run_1/final_clocks.png
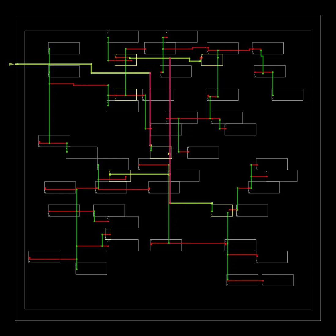
run_1/registers.png
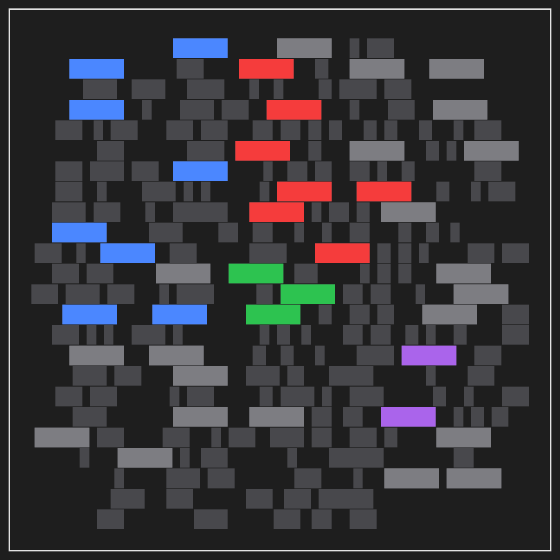
run_1/clock_map.png
Bar = 20 um.
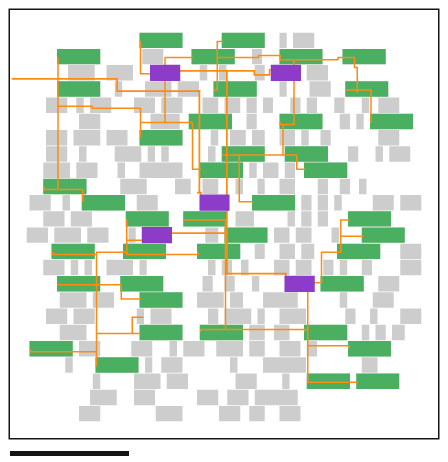
run_1/gate_families.png
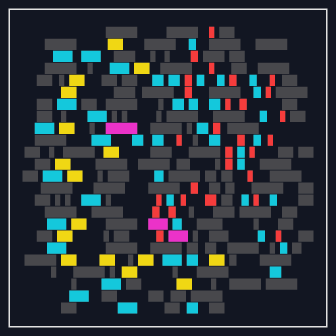
Design serial_adder_n, sky130hd; sources not shown.
==> qor.yml, run 1 <==
ios: 33
avgSynthCellArea_um2: 9.83
fin_ws_ns: 0.232
fp.dieArea_mm2: 0.00515
fin_crit_ns: 1.47
syn_inst: 182
cts_hold_repair.buffers: 0
vias: 1408
die_w_um: 71.7
ys_ff: 41
yosysChipArea_mm2: 0.00179
fin_hold_ws_ns: 0.466
setup_tns_ns: 0
ys.warnings.count: 0
pre_cts_ws_ns: -0.0120
io_buffers: 32
finalHoldViolations: 0
cp_top_family: "buffers and inverters"
synth-seq-area-share_pct: 45.9
power_uw: 1950
crit_path_end_kind: "output port"
hold_depth: 2
cp_data_required_time_ns: 1.53
vias_per_cell: 5.33
die-height_um: 71.7
met1Wirelength_um: 1650
path_depth: 1
met2_length_um: 1960
gp_congestion: 0.765
crit_chain: "clkdlybuf4s50_1"
core_mm2: 0.00438
drcViolationCount: 0
finalCritPeriodShare_pct: 86.3
cts_root_buf: "clkbuf_8"
wire_per_inst_um: 14.6
most-common-layout-cells: "dfxtp_1, clkdlybuf4s50_1, nor2_1"
drive_gt1_share_pct: 14.6
slowest_delay_ns: 0.67
cts_num_sinks: 41
leakagePower_uw: 0.000808
cts_setup_buffers: 0
critical-path-slowest-cell: "clkdlybuf4s50_1"
drtAntennaViolNets: 0
arrival_ns: 1.30
ff2ff_setup_slack_ns: 0.28
gr-usage-all-layers_pct: 16.6
dr.pass1.iters: 4
crit_type: "register to output port"
yosysTopAreaCell: "dfxtp_1"
fp-row-count: 24
setup_violations: 0
status: "complete, no violations"
critPathBufInv: 1
maxSlewHeadroom_pct: 73.0
drv_slew: 0
dp_hpwl_um: 2740
hp-class: "register to register"
drtIter0Drc: 56
highest_layer: "met4"
peakVddDrop_v: 0.000398
power.density_mw_per_mm2: 876
drt_wl_total_um: 3860
grt_pass1_vias: 1429
ff2ff_path_depth: 5
yosysCellCount: 182
initCoreUtil_pct: 40.8
cts_tree: "built"
met3_length_um: 191
ctsResizeCount: 0
edf_count: 0
max_freq_mhz: 681
busiest_layer: "met2"
synth_top_flop_cell: "dfxtp_1"
fin_util_pct: 50.8
rsz0062_at_grt: "no"
grt_max_degree: 42
use_met1_pct: 18.7
antenna_found_initial: 0
placed_cells: 256
antenna_cells: 0
most_common_cell: "dfxtp_1"
clk_pin_slew_ns: 0.07
post_synth_num_cell_types: 26
topCellsByArea: "dfxtp_1, a211oi_2, mux2i_1"
maxCapViolations: 0
start_kind: "register"
dpl_cell_area_mm2: 0.00213
grt_util_met3_pct: 4.64
syn_area_mm2: 0.00179
grt_pass1_wl_um: 6640
design_area_mm2: 0.00223
async_flop_share_pct: 0
worst-path-max-fanout: 2
synth_nets: 206
htree_levels: 2
clockBufferDepth: 2
max_slew.worst_pin.slew_ns: 0.403
common_cells: "dfxtp_1, nor2_1, mux2i_1, a211oi_2, nand2_1"
warning_count: 26
grt.met2_usage_pct: 30.3
post-synth-top-area-fraction_pct: 45.9
globalRouteOverflowTotal: 0
fin_nets: 236
area_growth_pct: 24.5
Notes on final_clocks.png above:
CTS Buf Count: 5
clk_lat worst skew: 0.29 ns
Layout clock buffers: 7

Notes on registers.png above:
- r_state: purple (placed flops 2)
- g_multi.r_sum_sh: red (placed flops 7)
- r_cnt: green (placed flops 3)
- r_a_sh: blue (placed flops 8)
- not colored: 21
flip-flop and latch power: 1040 uW
flop share of the area: 36.9%

Notes on clock_map.png above:
- cells driving clock nets: purple (count 5)
- flip-flops: green (count 41)
- clock wires: orange (length 516 um)
- flops lie: all over the die
Clock Skews: 0.00137 ns
Clock Power Share: 32.7%
P_clk: 638 uW

Notes on gate_families.png above:
- NAND gates: red (cells 28; most used nand2_1)
- multiplexers: yellow (cells 16; most used mux2i_1)
- adder and majority cells: magenta (cells 3; most used ha_1)
- inverting AOI/OAI gates: cyan (cells 43; most used a211oi_2)
highest-count logic cell in the final layout: dfxtp_1
Non-Filler Instances: 264

[run 1: worst min-delay path: stages, from the launching register on]
cell     delay [ns]
dfxtp_1        0.31
nand2_1        0.05
a21oi_1        0.06
[run 1: kinds of logic after synthesis]
| group | share of synthesized area (%) |
|---|---|
| simple gates | 14.5 |
| buf+inv | 7.13 |
| mux | 8.95 |
| compound gates | 21.0 |
| fa+ha+maj | 2.52 |
| flops | 45.9 |
[run 1: cell type report]
type	instances	area [um2]
Clock buffer	7	86.3
Timing Repair Buffer	40	405
Tap cell	52	65.1
Inverter	1	3.75
Sequential cell	41	821
Fill cell	494	2160
Multi-Input combinational cell	123	846
[run 1: where the power goes]
part	internal, uW	switching, uW
Combinational	140	136
Clock	322	316
Sequential	1010	31.2
Total	1470	483
==> run 2: changes to the inputs <==
--- a/config.mk
+++ b/config.mk
@@ -5,6 +5,7 @@
 export SDC_FILE = /design/constraint.sdc
 export NUM_CORES = 1
 export LEC_CHECK = 0
+export ABC_CLOCK_PERIOD_IN_PS = 1700
 export CELL_PAD_IN_SITES_DETAIL_PLACEMENT = 1
 export CELL_PAD_IN_SITES_GLOBAL_PLACEMENT = 1
 export CORE_MARGIN = 2
@@ -12,6 +13,7 @@
 export DETAILED_ROUTE_END_ITERATION = 8
 export HOLD_SLACK_MARGIN = 0.02
 export PLACE_DENSITY_LB_ADDON = 0.25
+export SKIP_LAST_GASP = 1
 export SYNTH_ARGS = -nofsm -noshare
 export SYNTH_HDL_FRONTEND = slang
 export SYNTH_SLANG_ARGS = --single-unit
run_2/final_clocks.png
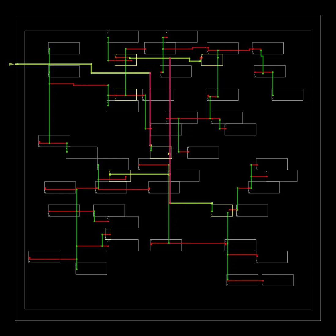
clock sink count: 41
registers: 41

==> run 2 against run 1 <==
Net effect:
- sequential power is essentially flat
- setup slack unchanged
- flip-flop count is the same
- sequential share of layout area stayed put
- die area stayed put
- total power is the same
- non-clock buffer count is the same
- via count unchanged
- clock skew is the same
- critical path type unchanged
==> qor.yml, run 2 <==
clk_latency_ns: 0.29
busiest_layer: "met2"
yosysChipArea_mm2: 0.00179
fp.dieArea_mm2: 0.00515
grt_pass1_wl_um: 6640
rsz0062_at_grt: "no"
intPower_uw: 1470
highest_layer: "met4"
most-common-layout-cells: "dfxtp_1, clkdlybuf4s50_1, nor2_1"
pre_cts_ws_ns: -0.0120
fin_util_pct: 50.8
drtAntennaViolNets: 0
cp_top_family: "buffers and inverters"
synth_top_flop_cell: "dfxtp_1"
initCoreUtil_pct: 40.8
max_slew.worst_pin.slew_ns: 0.403
yosysTopAreaCell: "dfxtp_1"
cts-buffers-inserted: 5
met2_length_um: 1960
drive_gt1_share_pct: 14.6
lay_top_count: "dfxtp_1"
setup_violations: 0
dpl_cell_area_mm2: 0.00213
globalRouteOverflowTotal: 0
critPathBufInv: 1
most_common_cell: "dfxtp_1"
area_growth_pct: 24.5
drcViolationCount: 0
max_freq_mhz: 681
vias: 1408
fin_hold_ws_ns: 0.466
clkPwrFrac_pct: 32.7
hold_depth: 2
cts_tree: "built"
synth-seq-area-share_pct: 45.9
antenna_cells: 0
drv_slew: 0
ff2ff_path_depth: 5
antenna_found_initial: 0
design_area_mm2: 0.00223
grt_util_met3_pct: 4.64
fp-row-count: 24
cp_data_required_time_ns: 1.53
crit_type: "register to output port"
power.density_mw_per_mm2: 876
leakagePower_uw: 0.000808
syn_area_mm2: 0.00179
syn_inst: 182
gr-usage-all-layers_pct: 16.6
ys.warnings.count: 0
final_cells: 264
post_synth_num_cell_types: 26
dp_hpwl_um: 2740
worst-path-max-fanout: 2
dr.pass1.iters: 4
drt_wl_total_um: 3860
comb_power_share_pct: 14.2
fin_ws_ns: 0.232
clk_pin_slew_ns: 0.07
warning_count: 26
arrival_ns: 1.30
use_met1_pct: 18.7
vias_per_cell: 5.33
crit_chain: "clkdlybuf4s50_1"
grt.met2_usage_pct: 30.3
clockBufferDepth: 2
met1Wirelength_um: 1650
seqPwrFrac_pct: 53.1
met3_length_um: 191
swShare_pct: 24.7
synth_nets: 206
grt_pass1_vias: 1429
power_uw: 1950
p_seq_uw: 1040
die_w_um: 71.7
slowest_delay_ns: 0.67
maxCapViolations: 0
critical-path-slowest-cell: "clkdlybuf4s50_1"
fin_nets: 236
finalHoldViolations: 0
maxSlewHeadroom_pct: 73.0
status: "complete, no violations"
yosysCellCount: 182
cts_hold_repair.buffers: 0
io_buffers: 32
finalCritPeriodShare_pct: 86.3
crit_path_end_kind: "output port"
topCellsByArea: "dfxtp_1, a211oi_2, mux2i_1"
fin_crit_ns: 1.47
start_kind: "register"
clock_skew_ns: 0.00137
htree_levels: 2
power_leader: "registers"
ys_ff: 41
clockNetworkPower_uw: 638
peakVddDrop_v: 0.000398
core_mm2: 0.00438
path_depth: 1
async_flop_share_pct: 0
cts_root_buf: "clkbuf_8"
grt_max_degree: 42
hp-class: "register to register"
wire_per_inst_um: 14.6
ff2ff_setup_slack_ns: 0.28
p_comb_uw: 276
edf_count: 0
setup_tns_ns: 0
placed_cells: 256
die-height_um: 71.7
avgSynthCellArea_um2: 9.83
run_2/clock_map.png
Bar = 20 um.
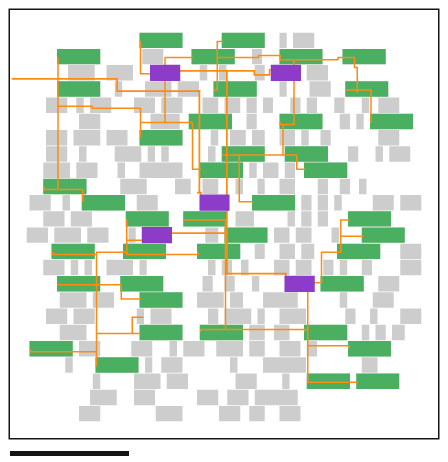
- cells driving clock nets: purple (count 5)
- clock wires: orange (length 516 um)
- flip-flops: green (count 41)
- flops lie: all over the die

-- run 2: cell counts after synthesis --
No cell type changed its count.
-- run 2: cell type report --
cell class	count	area (um2)
Multi-Input combinational cell	123	846
Tap cell	52	65.1
Inverter	1	3.75
Timing Repair Buffer	40	405
Fill cell	494	2160
Sequential cell	41	821
Clock buffer	7	86.3
-- run 2: cell families after synthesis --
group / Yosys count / share of synthesized area [%]
AOI/OAI and AO/OA: 44 / 21.0
adders and majority gates: 3 / 2.52
buffers and inverters: 18 / 7.13
DFF: 41 / 45.9
muxes: 16 / 8.95
and+or+nand+nor: 60 / 14.5
-- run 2: what timing repair did --
action                     in CTS  in global routing
setup buffers                   0                  1
setup endpoints to repair       0                 11
resized                         0                  1
Power is estimated from default activity; no workload was simulated.
